===== config.mk =====
export PLATFORM = sky130hd
export DESIGN_NAME = trigger_capture_seq
export DESIGN_NICKNAME = d
export VERILOG_FILES = /design/src/rtl/trigger_capture_seq.sv
export SDC_FILE = /design/constraint.sdc
export NUM_CORES = 1
export LEC_CHECK = 0
export ABC_AREA = 1
export CAP_MARGIN = 20
export CORE_MARGIN = 4
export CORE_UTILIZATION = 45
export CTS_CLUSTER_DIAMETER = 150
export DETAILED_ROUTE_END_ITERATION = 8
export GPL_TIMING_DRIVEN = 0
export PLACE_DENSITY = 0.85
export SLEW_MARGIN = 20
export SYNTH_ARGS = -nofsm -noshare
export SYNTH_HDL_FRONTEND = slang
export SYNTH_SLANG_ARGS = --single-unit

===== constraint.sdc =====
create_clock -name clk -period 2.2 [get_ports clk]
set_clock_uncertainty 0.2 [all_clocks]
set_input_delay 0.44 -clock clk [delete_from_list [all_inputs] [get_ports clk]]
set_output_delay 0.44 -clock clk [all_outputs]
set_load 0.05 [all_outputs]

===== src/rtl/trigger_capture_seq.sv =====
// Multi-channel arm/trigger/capture sequencer in the ADC clock domain.
// Optional trigger timestamp counter enabled by defining TRIG_TIMESTAMP_EN.
module trigger_capture_seq #(
  parameter int unsigned NUM_CH    = 4,
  parameter int unsigned CNT_W     = 16,
  parameter int unsigned HOLDOFF_W = 12,
  parameter int unsigned EVENT_W   = 8,
  parameter int unsigned TS_W      = 32
) (
  input  logic                 clk,
  input  logic                 Reset_n,
  input  logic [NUM_CH-1:0]    trig_in,
  input  logic [NUM_CH-1:0]    ch_mask,
  input  logic                 arm,
  input  logic                 disarm,
  input  logic                 manual_trigger,
  input  logic                 manual_reset,
  input  logic                 auto_reset,
  input  logic [CNT_W-1:0]     post_len,
  input  logic [HOLDOFF_W-1:0] holdoff,
  input  logic [EVENT_W-1:0]   num_events,
  input  logic                 wr_ready,
  output logic                 capture_en,
  output logic                 triggered_out,
  output logic                 comp_reset,
  output logic                 armed_out,
  output logic                 done,
  output logic [NUM_CH-1:0]    trig_source,
  output logic [EVENT_W-1:0]   event_count,
  output logic [7:0]           missed_count,
  output logic [TS_W-1:0]      trig_timestamp
);

  typedef enum logic [2:0] {
    S_IDLE, S_ARMED, S_CAPTURE, S_WAIT_RESET, S_HOLDOFF, S_DONE
  } state_t;

  state_t               state_q;
  logic [NUM_CH-1:0]    trig_prev_q, trig_source_q, fire_vec_d;
  logic [CNT_W-1:0]     win_cnt_q, win_len_d;
  logic [HOLDOFF_W-1:0] hold_cnt_q, hold_len_d;
  logic [EVENT_W-1:0]   event_count_q, event_inc_d;
  logic [7:0]           missed_q;
  logic                 capture_q, triggered_q, comp_reset_q, armed_q, done_q;
  logic                 trig_any_d, take_trig_d;

  always_comb begin
    fire_vec_d  = trig_in & ~trig_prev_q & ch_mask;
    trig_any_d  = (|fire_vec_d) | manual_trigger;
    take_trig_d = Reset_n && !disarm && !arm && (state_q == S_ARMED)
                  && trig_any_d && wr_ready;
    win_len_d   = (post_len == '0) ? CNT_W'(1) : post_len;
    hold_len_d  = (holdoff == '0) ? HOLDOFF_W'(1) : holdoff;
    event_inc_d = (event_count_q == '1) ? event_count_q : event_count_q + 1'b1;
  end

  always_ff @(posedge clk) begin
    trig_prev_q <= trig_in;
    if (!Reset_n) begin
      state_q       <= S_IDLE;
      win_cnt_q     <= '0;
      hold_cnt_q    <= '0;
      event_count_q <= '0;
      missed_q      <= '0;
      trig_source_q <= '0;
      capture_q     <= 1'b0;
      triggered_q   <= 1'b0;
      comp_reset_q  <= 1'b1;
      armed_q       <= 1'b0;
      done_q        <= 1'b0;
    end else if (disarm) begin
      state_q      <= S_IDLE;
      capture_q    <= 1'b0;
      triggered_q  <= 1'b0;
      comp_reset_q <= 1'b1;
      armed_q      <= 1'b0;
      done_q       <= 1'b0;
    end else if (arm) begin
      state_q       <= S_ARMED;
      event_count_q <= '0;
      missed_q      <= '0;
      trig_source_q <= '0;
      capture_q     <= 1'b0;
      triggered_q   <= 1'b0;
      comp_reset_q  <= 1'b0;
      armed_q       <= 1'b1;
      done_q        <= 1'b0;
    end else begin
      case (state_q)
        S_ARMED: begin
          if (trig_any_d && wr_ready) begin
            state_q       <= S_CAPTURE;
            trig_source_q <= fire_vec_d;
            win_cnt_q     <= win_len_d;
            capture_q     <= 1'b1;
            triggered_q   <= 1'b1;
            armed_q       <= 1'b0;
          end else if (trig_any_d && missed_q != 8'hFF) begin
            missed_q <= missed_q + 1'b1;
          end
        end
        S_CAPTURE: begin
          if (win_cnt_q == CNT_W'(1)) begin
            capture_q     <= 1'b0;
            event_count_q <= event_inc_d;
            if (num_events != '0 && event_inc_d == num_events) begin
              state_q      <= S_DONE;
              done_q       <= 1'b1;
              comp_reset_q <= 1'b1;
            end else if (auto_reset) begin
              state_q      <= S_HOLDOFF;
              hold_cnt_q   <= hold_len_d;
              comp_reset_q <= 1'b1;
            end else begin
              state_q <= S_WAIT_RESET;
            end
          end else begin
            win_cnt_q <= win_cnt_q - 1'b1;
          end
        end
        S_WAIT_RESET: begin
          if (manual_reset) begin
            state_q      <= S_HOLDOFF;
            hold_cnt_q   <= hold_len_d;
            comp_reset_q <= 1'b1;
          end
        end
        S_HOLDOFF: begin
          if (hold_cnt_q == HOLDOFF_W'(1)) begin
            state_q      <= S_ARMED;
            comp_reset_q <= 1'b0;
            triggered_q  <= 1'b0;
            armed_q      <= 1'b1;
          end else begin
            hold_cnt_q <= hold_cnt_q - 1'b1;
          end
        end
        default: ;
      endcase
    end
  end

`ifdef TRIG_TIMESTAMP_EN
  logic [TS_W-1:0] ts_q, trig_ts_q;

  always_ff @(posedge clk) begin
    if (!Reset_n) begin
      ts_q      <= '0;
      trig_ts_q <= '0;
    end else begin
      ts_q <= ts_q + 1'b1;
      if (take_trig_d) trig_ts_q <= ts_q;
    end
  end

  assign trig_timestamp = trig_ts_q;
`else
  logic unused_take_trig;
  assign unused_take_trig = take_trig_d;
  assign trig_timestamp   = '0;
`endif

  assign capture_en    = capture_q;
  assign triggered_out = triggered_q;
  assign comp_reset    = comp_reset_q;
  assign armed_out     = armed_q;
  assign done          = done_q;
  assign trig_source   = trig_source_q;
  assign event_count   = event_count_q;
  assign missed_count  = missed_q;

endmodule


==> results.toml <==
# synthesis and place-and-route metrics
[status]
status = "finished with violations"
violations = "setup timing"

[sta]
tightest_slew_ns = 0.5893
rsz0062_at_grt = "true"
setup_viol = 11
fin_ws_ns = -0.04552
period_needed_ns = 2.246
final_hold_viol_count = 0
finalCritPeriodShare_pct = 102.1
max-slew-margin-rel_pct = 60.72
holdWs_ns = 0.2492
setup-tns-final_ns = -0.2614

[power]
power_density_nw_per_um2 = 481.6
power_frac_clock_pct = 39.7
p_sw_share_pct = 29.20
p_int_mw = 1.939
share_comb_of_total_power_pct = 19.7
ir_drop_mv = 0.3525
report.power.total_mw = 2.738
p_sw_mw = 0.7996

[yosys]
yosysUniqueCellTypes = 40
netlist_logic_family_top = "simple AND/OR/NAND/NOR gates"
adder_share_pct = 1.821
xor_share_pct = 4.038
synthTopCellsByArea = "dfxtp_1, nand2_1, nor2_1, inv_1, a21oi_1"
netlist.area_leader.share_pct = 29.14
yosys_warnings = 0
synthesis.area_um2 = 4121
largest_area_cell = "dfxtp_1"
ys_sh_aoi_pct = 13.51
yosys_area_um2 = 4121
netlist_instances = 634
avgSynthCellArea_um2 = 6.501
ys_sh_mux_pct = 0.4857

[route]
wl_met3_mm = 1.211
drc = 0
wl_met1_mm = 5.003
ant_nets = 0
wl_met2_mm = 6.297
first_pass_iters = 6
wl_per_cell_um = 14.55
dr_total_vias = 4741
routed.top_layer = "met4"

[floorplan]
rows = 34
dieWidth_um = 103.7
dieArea_um2 = 10750
io_pins = 109
core_util_floorplan_pct = 46.80

[worst_setup_path]
crit_chain = "ha_4, nand3_2, inv_2, nand2_4, buf_8, nand2_4, nand2_2, nand2_2, nand3_2, nor2_4, nand3_4, buf_4, nand3_1, nand2_1, a21oi_1"
critPathMaxFanout = 9
worstSetupStartpointType = "flop"
crit_buf_inv = 3
crit_path_top_delay_cell = "dfxtp_4"
arrival_ns = 2.31
worstSetupPathType = "flop to flop"
cp_top_family = "simple AND/OR/NAND/NOR gates"
required_ns = 2.26
cp_slowest_stage_delay_ns = 0.38
end_kind = "flop"

[run]
maxCapViolCount = 0
warning_count = 30

[clocking]
clock-sinks = 60
cts_root_buffer = "clkbuf_8"
clk_latency_ns = 0.35
clockBufferDepth = 2
cts_tree = "built"
cts_max_level = 3

[grt]
grt_pass1_vias = 4336
grt_max_degree = 11
grt_use_met3_pct = 5.348
antenna_found_initial = 0
grt.met1_usage_pct = 26.55
top_usage_layer = "met2"
track_usage_pct = 22.08
gr-usage-met2_pct = 37.62
gr-total-overflow = 0
grt_first_pass_wirelength_mm = 19.94

[finish]
final_util_pct = 64.56
fillCellCount = 732
area_growth_pct = 37.95

[placed_design]
dp_hpwl_mm = 8.674
io_buffers = 75
place_congestion = 0.9369

[worst_hold_path]
hold_path.class = "input pin to flop"
-- layout by cell type (no fill, tap or decap), types with 4 or more instances in the layout --
cell | synthesis | routed
dlymetal6s2s_1 | 0 | 9
nor3_1 | 6 | 4
dfxtp_1 | 60 | 49
o21ai_0 | 35 | 35
nor4_1 | 8 | 8
buf_4 | 32 | 48
ha_1 | 6 | 5
clkbuf_1 | 10 | 11
xor2_1 | 15 | 15
inv_1 | 67 | 67
nand3_1 | 43 | 40
dfxtp_2 | 0 | 8
nand2_1 | 140 | 127
nor2_4 | 3 | 7
nand3_2 | 2 | 5
o211ai_1 | 5 | 5
a21oi_1 | 48 | 48
nand4_1 | 17 | 17
conb_1 | 1 | 32
nor2_2 | 3 | 11
nor2_1 | 78 | 66
nand2_2 | 6 | 17
clkbuf_8 | 0 | 9
clkdlybuf4s50_1 | 0 | 60
dlygate4sd2_1 | 0 | 5
nand3b_1 | 12 | 12
-- state kept, by name, summed over array words and instances (netlist names), 3 cells and up --
name,cells
hold_cnt_q,12
event_count,8
missed_count,8
trig_source,4
trig_prev_q,4
state_q,3
win_cnt_q,16
-- cell families after synthesis --
family,count (synthesis)
other,1
muxes,2
buffers and inverters,118
DFF,60
AOI/OAI and AO/OA,102
adders and majority gates,6
and+or+nand+nor,326
xor gates and xnor gates,19
-- cells in the mapped netlist (all sizes together) --
cell type  instances
o21ai             37
buf               38
o21bai             2
nor2              84
nor4               8
o21a               1
conb               1
nand4             17
o31ai              2
a31oi              3
dfxtp             60
or2                3
xor2              15
xnor2              4
inv               70
o22ai              1
mux2i              2
o211ai             5
ha                 6
nand3b            12
nor3               8
a21oi             49
a211oi             2
nand3             47
clkbuf            10
nand2            147
-- through the flow --
stage,area [µm²],instances
after floorplan,4269,665
after global placement,5155,848
after detailed placement,5155,848
after CTS,5455,874
after global routing,5685,881
final,5685,881
-- tightest hold or removal path, stage by stage --
cell	delay (ns)
clkbuf_1	0.18
nand2_2	0.11
nor2_1	0.03
-- timing repair --
action / CTS / global route
endpoints found under the setup margin: 35 / 50
pin swaps: 4 / 12
setup buffers: 10 / 5
gates resized: 12 / 54
gates cloned: 0 / 2
-- power groups by stage --
stage / clock network, mW / logic (mW) / registers, mW
5_1_grt: 1.15 / 0.578 / 1.11
6_report: 1.09 / 0.539 / 1.11
4_1_cts: 1.09 / 0.517 / 1.11
2_1_floorplan: 0 / 0.332 / 1.15
3_5_place_dp: 0 / 0.511 / 1.14
3_3_place_gp: 0 / 0.505 / 1.13
-- path summary, 6_finish.rpt --
check / start / end / slack, ns / cells after the start
worst max-delay path: event_count[1] / state_q[0] / -0.05 / 15
worst min-delay path: Reset_n / hold_cnt_q[0] / 0.25 / 3
worst max register to register: event_count[1] / state_q[0] / -0.05 / 15
worst min register to register: trig_source[3] / trig_source[3] / 0.27 / 2
-- final cells by class --
class	count	area (µm²)	area share, %
Buffer	48	340.3	5.986
Tap cell	108	135.1	2.377
Clock inverter	5	76.32	1.342
Sequential cell	60	1222	21.50
Clock buffer	11	131.4	2.311
Multi-Input combinational cell	487	2592	45.60
Inverter	70	262.8	4.621
Timing Repair Buffer	92	924.6	16.26
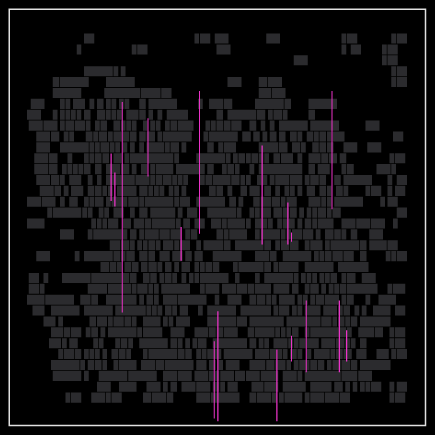
*M4 wires*
Drawn at 4 px/µm. Cells faint in the background.
nets with wire on the layer: 16
longest straight run: 52.4 µm
wire length on this layer: 309 µm
main direction: vertical
share of all routed wire: 2.4%

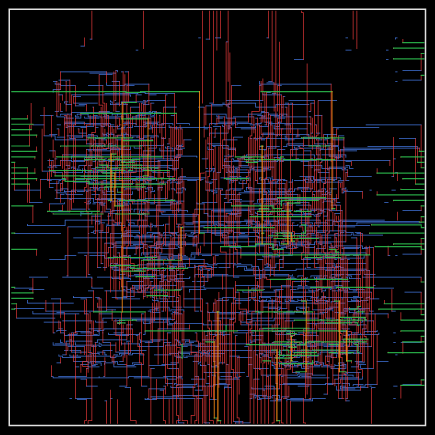
*Signal wires by layer*
Drawn at 4 px/µm.
legend:
  orange:
    layer: metal 4
    wire_length: 309 µm
  blue:
    layer: metal 1
    wire_length: 5000 µm
  green:
    layer: metal 3
    wire_length: 1210 µm
  red:
    layer: metal 2
    wire_length: 6300 µm

Power is estimated from default activity; no workload was simulated.
